### Placement view

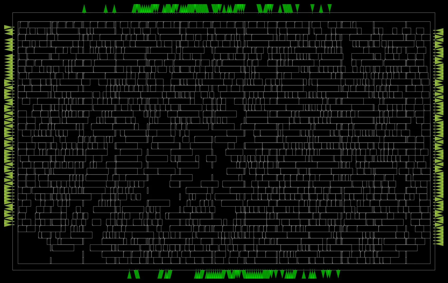
### M4 wires

Scale: 3 px per um. Supply wires on this layer in gray.
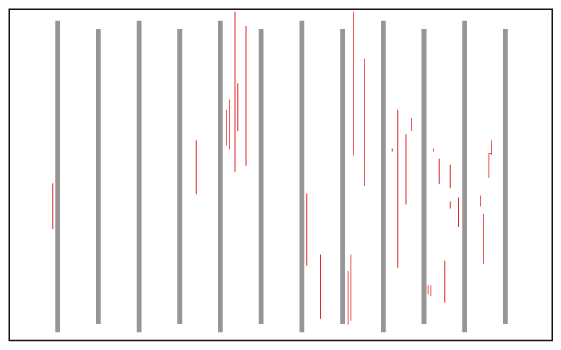
### Signal wires on met3

Scale: 3 px per um.
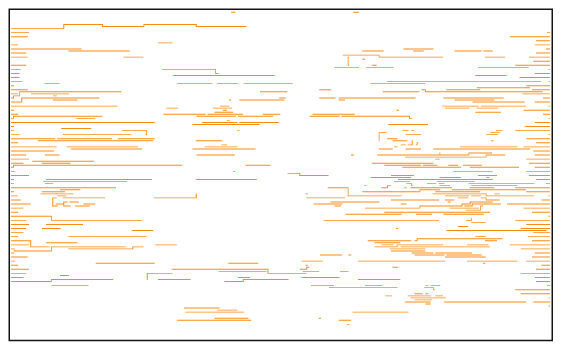
## config.mk

```make
export PLATFORM = sky130hd
export DESIGN_NAME = wb_port_sequencer
export DESIGN_NICKNAME = d
export VERILOG_FILES = /design/src/rtl/wb_port_sequencer.sv
export SDC_FILE = /design/constraint.sdc
export NUM_CORES = 1
export LEC_CHECK = 0
export CAP_MARGIN = 20
export CORE_ASPECT_RATIO = 0.6
export CORE_MARGIN = 2
export CORE_UTILIZATION = 49
export DETAILED_ROUTE_END_ITERATION = 8
export PLACE_DENSITY = 0.8
export SLEW_MARGIN = 20
export SYNTH_ARGS = -nofsm -noshare
export SYNTH_HDL_FRONTEND = slang
export SYNTH_SLANG_ARGS = --single-unit
```

## constraint.sdc

```tcl
create_clock -name clk -period 2.3 [get_ports clk]
set_input_delay 0.69 -clock clk [delete_from_list [all_inputs] [get_ports clk]]
set_output_delay 0.69 -clock clk [all_outputs]
set_load 0.05 [all_outputs]
```

## src/rtl/wb_port_sequencer.sv

```systemverilog
`default_nettype none
// ============================================================================
//  Module   : wb_port_sequencer
//  Purpose  : Y86-64 SEQ writeback-port sequencer. Decodes dstE/dstM for
//             each retiring instruction and drives the single register-file
//             write port. popq with two distinct destinations is serialised
//             over two cycles, with back-pressure on the upstream stage.
//  Revision : 1.0  initial release
// ============================================================================
module wb_port_sequencer #(
    parameter int RSP_ID  = 4,
    parameter int NONE_ID = 15,
    parameter int CNT_W   = 32
) (
    input  logic             clk,
    input  logic             rst_n,
    input  logic             in_valid,
    output logic             in_ready,
    input  logic [3:0]       icode,
    input  logic             cnd,
    input  logic [3:0]       rA,
    input  logic [3:0]       rB,
    input  logic [63:0]      valE,
    input  logic [63:0]      valM,
    output logic             wr_en,
    output logic [3:0]       wr_addr,
    output logic [63:0]      wr_data,
    output logic             wb_done,
    output logic [CNT_W-1:0] retire_cnt
);

    localparam logic [3:0] c_RSP  = 4'(RSP_ID);
    localparam logic [3:0] c_NONE = 4'(NONE_ID);

    typedef enum logic [1:0] {
        IDLE  = 2'd0,
        SLOT1 = 2'd1,
        SLOT2 = 2'd2
    } state_t;

    state_t      r_state;
    state_t      w_next;

    // Pending second (M) write, captured on accept.
    logic        r_two;
    logic [3:0]  r_m_addr;
    logic [63:0] r_val_m;

    logic [3:0]  w_raw_e;
    logic [3:0]  w_dst_m;
    logic        w_e_ok;
    logic        w_m_ok;
    logic        w_two;
    logic        w_accept;

    logic        w_en;
    logic [3:0]  w_addr;
    logic [63:0] w_data;
    logic        w_done;

    // Destination decode on the handshake inputs.
    always_comb begin
        w_raw_e = c_NONE;
        w_dst_m = c_NONE;
        case (icode)
            4'h2:             w_raw_e = cnd ? rB : c_NONE;
            4'h3, 4'h6:       w_raw_e = rB;
            4'h5:             w_dst_m = rA;
            4'h8, 4'h9, 4'hA: w_raw_e = c_RSP;
            4'hB: begin
                w_raw_e = c_RSP;
                w_dst_m = rA;
            end
            default: ;
        endcase
    end

    // popq %rsp: the E write collides with the M write and is dropped.
    assign w_e_ok   = (w_raw_e != c_NONE) && (w_raw_e != w_dst_m);
    assign w_m_ok   = (w_dst_m != c_NONE);
    assign w_two    = w_e_ok && w_m_ok;

    assign in_ready = (r_state != SLOT1) || !r_two;
    assign w_accept = in_valid && in_ready;

    // Next state and next port values; the port registers always show the
    // slot that the state register names.
    always_comb begin
        w_next = IDLE;
        w_en   = 1'b0;
        w_addr = wr_addr;
        w_data = wr_data;
        w_done = 1'b0;
        if (w_accept) begin
            w_next = SLOT1;
            w_done = !w_two;
            if (w_e_ok) begin
                w_en   = 1'b1;
                w_addr = w_raw_e;
                w_data = valE;
            end else if (w_m_ok) begin
                w_en   = 1'b1;
                w_addr = w_dst_m;
                w_data = valM;
            end
        end else if ((r_state == SLOT1) && r_two) begin
            w_next = SLOT2;
            w_en   = 1'b1;
            w_addr = r_m_addr;
            w_data = r_val_m;
            w_done = 1'b1;
        end
    end

    // State register.
    always_ff @(posedge clk or negedge rst_n) begin
        if (!rst_n) r_state <= IDLE;
        else        r_state <= w_next;
    end

    // Capture the pending M write on accept.
    always_ff @(posedge clk or negedge rst_n) begin
        if (!rst_n) begin
            r_two    <= 1'b0;
            r_m_addr <= 4'd0;
            r_val_m  <= 64'd0;
        end else if (w_accept) begin
            r_two    <= w_two;
            r_m_addr <= w_dst_m;
            r_val_m  <= valM;
        end
    end

    // Registered write port and completion pulse.
    always_ff @(posedge clk or negedge rst_n) begin
        if (!rst_n) begin
            wr_en   <= 1'b0;
            wr_addr <= 4'd0;
            wr_data <= 64'd0;
            wb_done <= 1'b0;
        end else begin
            wr_en   <= w_en;
            wr_addr <= w_addr;
            wr_data <= w_data;
            wb_done <= w_done;
        end
    end

    // Retire counter advances once per completion pulse, wrapping naturally.
    always_ff @(posedge clk or negedge rst_n) begin
        if (!rst_n)       retire_cnt <= '0;
        else if (wb_done) retire_cnt <= retire_cnt + 1'b1;
    end

endmodule
`default_nettype wire
```

==> flow_metrics.env <==
# flow metrics
export IMPL_stdcell_area_um2=13400
export IMPL_failed_checks="negative setup slack"
export IMPL_die_h_um=110
export IMPL_drt_initial_drc_count=1261
export IMPL_power_w=0.0112
export IMPL_place_ws_ps=-830
export IMPL_timing_rr_end="wr_data[2]$_DFFE_PN0P_"
export IMPL_nets=1497
export IMPL_post_route_worst_setup_slack_ps=-30.1
export IMPL_yosys_area_um2=9160
export IMPL_routed_via_density=6.03
export IMPL_cts_inserted_buffers=17
export IMPL_outcome="finished with violations"
export IMPL_overflow=0
export IMPL_crit_slowest_cell="or4_4"
export IMPL_dpl_hpwl_um=20300
export IMPL_fin_crit_sh_pct=101
export IMPL_synth_avg_cell_area_um2=8.47
export IMPL_tightest_slew_ps=1090
export IMPL_ff2ff_setup_slack_ps=270
export IMPL_fin_crit_ps=2330
export IMPL_grt_max_degree=105
export IMPL_cp_common_cell="buf_12"
export IMPL_cp_startpoint="icode[2]"
export IMPL_die_area_um2=19800
export IMPL_clock_sinks=173
export IMPL_worst_path_largest_cell_delay_ps=490
export IMPL_hold_viol_final=0
export IMPL_yosysUniqueCellTypes=55
export IMPL_min_path_type="in -> async"
export IMPL_root_buffer="clkbuf_16"
export IMPL_setup_viol=12
export IMPL_initCoreUtil_pct=50.3
export IMPL_leakagePower_nw=5.93
export IMPL_syn_nets=1226
export IMPL_synth_flops=173
export IMPL_flop_cell="dfrtp_1"
export IMPL_grt_pass1_vias=9169
export IMPL_yosysCellCount=1081
export IMPL_synthArstFlopShare_pct=100
export IMPL_io_pins=247
export IMPL_worstSkewPairLatency_ps=430
export IMPL_antenna_found_initial=3
-- 'Placement view' (at the start) --
core box area: 18200 um^2
# fillers: 1268
num rows: 38
Layout Utilization: 73.4%
Seq cells: 173

-- 'M4 wires' (at the start) --
main direction: vertical
nets with wire on the layer: 26
share of all routed wire: 1.6%
longest straight run: 53.0 um
wire length on this layer: 510 um
total wire length: 32500 um
vias: 9689

-- 'Signal wires on met3' (at the start) --
nets with wire on the layer: 279
longest straight run: 56.1 um
share of all routed wire: 12%
met3 Use GR: 8.41%

## placed cells by master (no fill, tap or decap), types with 6 or more instances in the layout
master / instances
buf_12: 18
o21ai_0: 20
dlymetal6s2s_1: 11
clkdlybuf4s50_1: 135
a32o_1: 49
or2_1: 10
a31oi_1: 14
a21oi_1: 152
dlygate4sd2_1: 74
and3_1: 6
buf_6: 6
nand2_1: 211
xnor2_1: 22
dfrtp_1: 173
nand4_1: 7
buf_16: 7
nor2_2: 27
clkbuf_16: 19
nor2_1: 48
o21ai_1: 51
nand3_1: 77
nand2b_1: 53
xor2_1: 9
buf_4: 79
## sequential cells by signal, indices dropped and copies added (netlist names)
register	flops
r_val_m	64
wr_data	64
retire_cnt	32
r_m_addr	4
wr_addr	4
r_state	2
r_two	1
wb_done	1
wr_en	1
## power by group
part           leakage, nW  total (W)  internal (W)  switching (W)
registers             2.06    0.00392       0.00351       0.000406
logic                 3.57    0.00421       0.00157        0.00264
clock network        0.302    0.00303       0.00158        0.00145
## worst register-to-register path: stages, from the launching register on
cell     delay [ps]
dfrtp_1         350
nand2_1          90
nor2_4          140
buf_4           870
a21oi_1         150
a21oi_1         190
o21ai_1         120
## cells in the mapped netlist, types with 4 or more instances
cell type	count	share of area, %
nor2_1	80	3.3
a32o_1	51	5.6
or2_1	10	0.68
buf_2	10	0.55
xor2_1	9	0.86
o21ai_1	51	2.8
buf_4	6	0.49
dfrtp_1	173	47
inv_1	4	0.16
nand2_1	213	8.7
a21oi_1	154	8.4
clkbuf_1	55	2.3
buf_1	13	0.53
xnor2_1	22	2.1
nand4_1	7	0.48
a31oi_1	15	1.0
o21ai_0	21	1.1
nand2b_1	53	3.6
nand3_1	77	4.2
and3_1	6	0.41
## timing repair
| item | 4_1_cts | 5_1_grt |
|---|---|---|
| pin swaps | 14 | 21 |
| hold buffers | 0 | 0 |
| gates cloned | 7 | 2 |
| buffers inserted | 18 | 6 |
| endpoints found under the setup margin | 143 | 77 |
| gates resized | 115 | 64 |
## kinds of logic (layout without fill, tap and decap cells)
logic type               after synthesis  in the layout  synth area share (%)
XOR/XNOR                              31             31                  2.96
AND-OR/OR-AND                        314            314                  21.7
flip-flops                           173            173                  47.3
AND/OR/NAND/NOR                      470            470                  23.4
other                                  0              2                     0
adder cells (fa/ha/maj)                1              1                 0.137
buffers and inverters                 90            374                  4.24
multiplexers                           2              2                 0.246
## final cells by class
type	instances	area, um^2
fillers	1268	4840
clock inverters	15	194
inverters	4	20.0
repair buffers	338	3430
multi-input cells	818	4670
well taps	240	300
diodes	2	5.00
flip-flops and latches	173	4330
clock buffers	17	425
## routing by layer
layer	part of all wire [%]	wire [um]	GRT usage, %	vias to the layer above
met3	12	3900	8.41	61
met5	0.040	13	0	-
met2	45	14500	48.0	639
met1	42	13600	45.1	4653
met4	1.6	510	8.29	2
li1	-	-	-	4334
Power figures rest on the tool's default switching activity, not on a simulated workload.
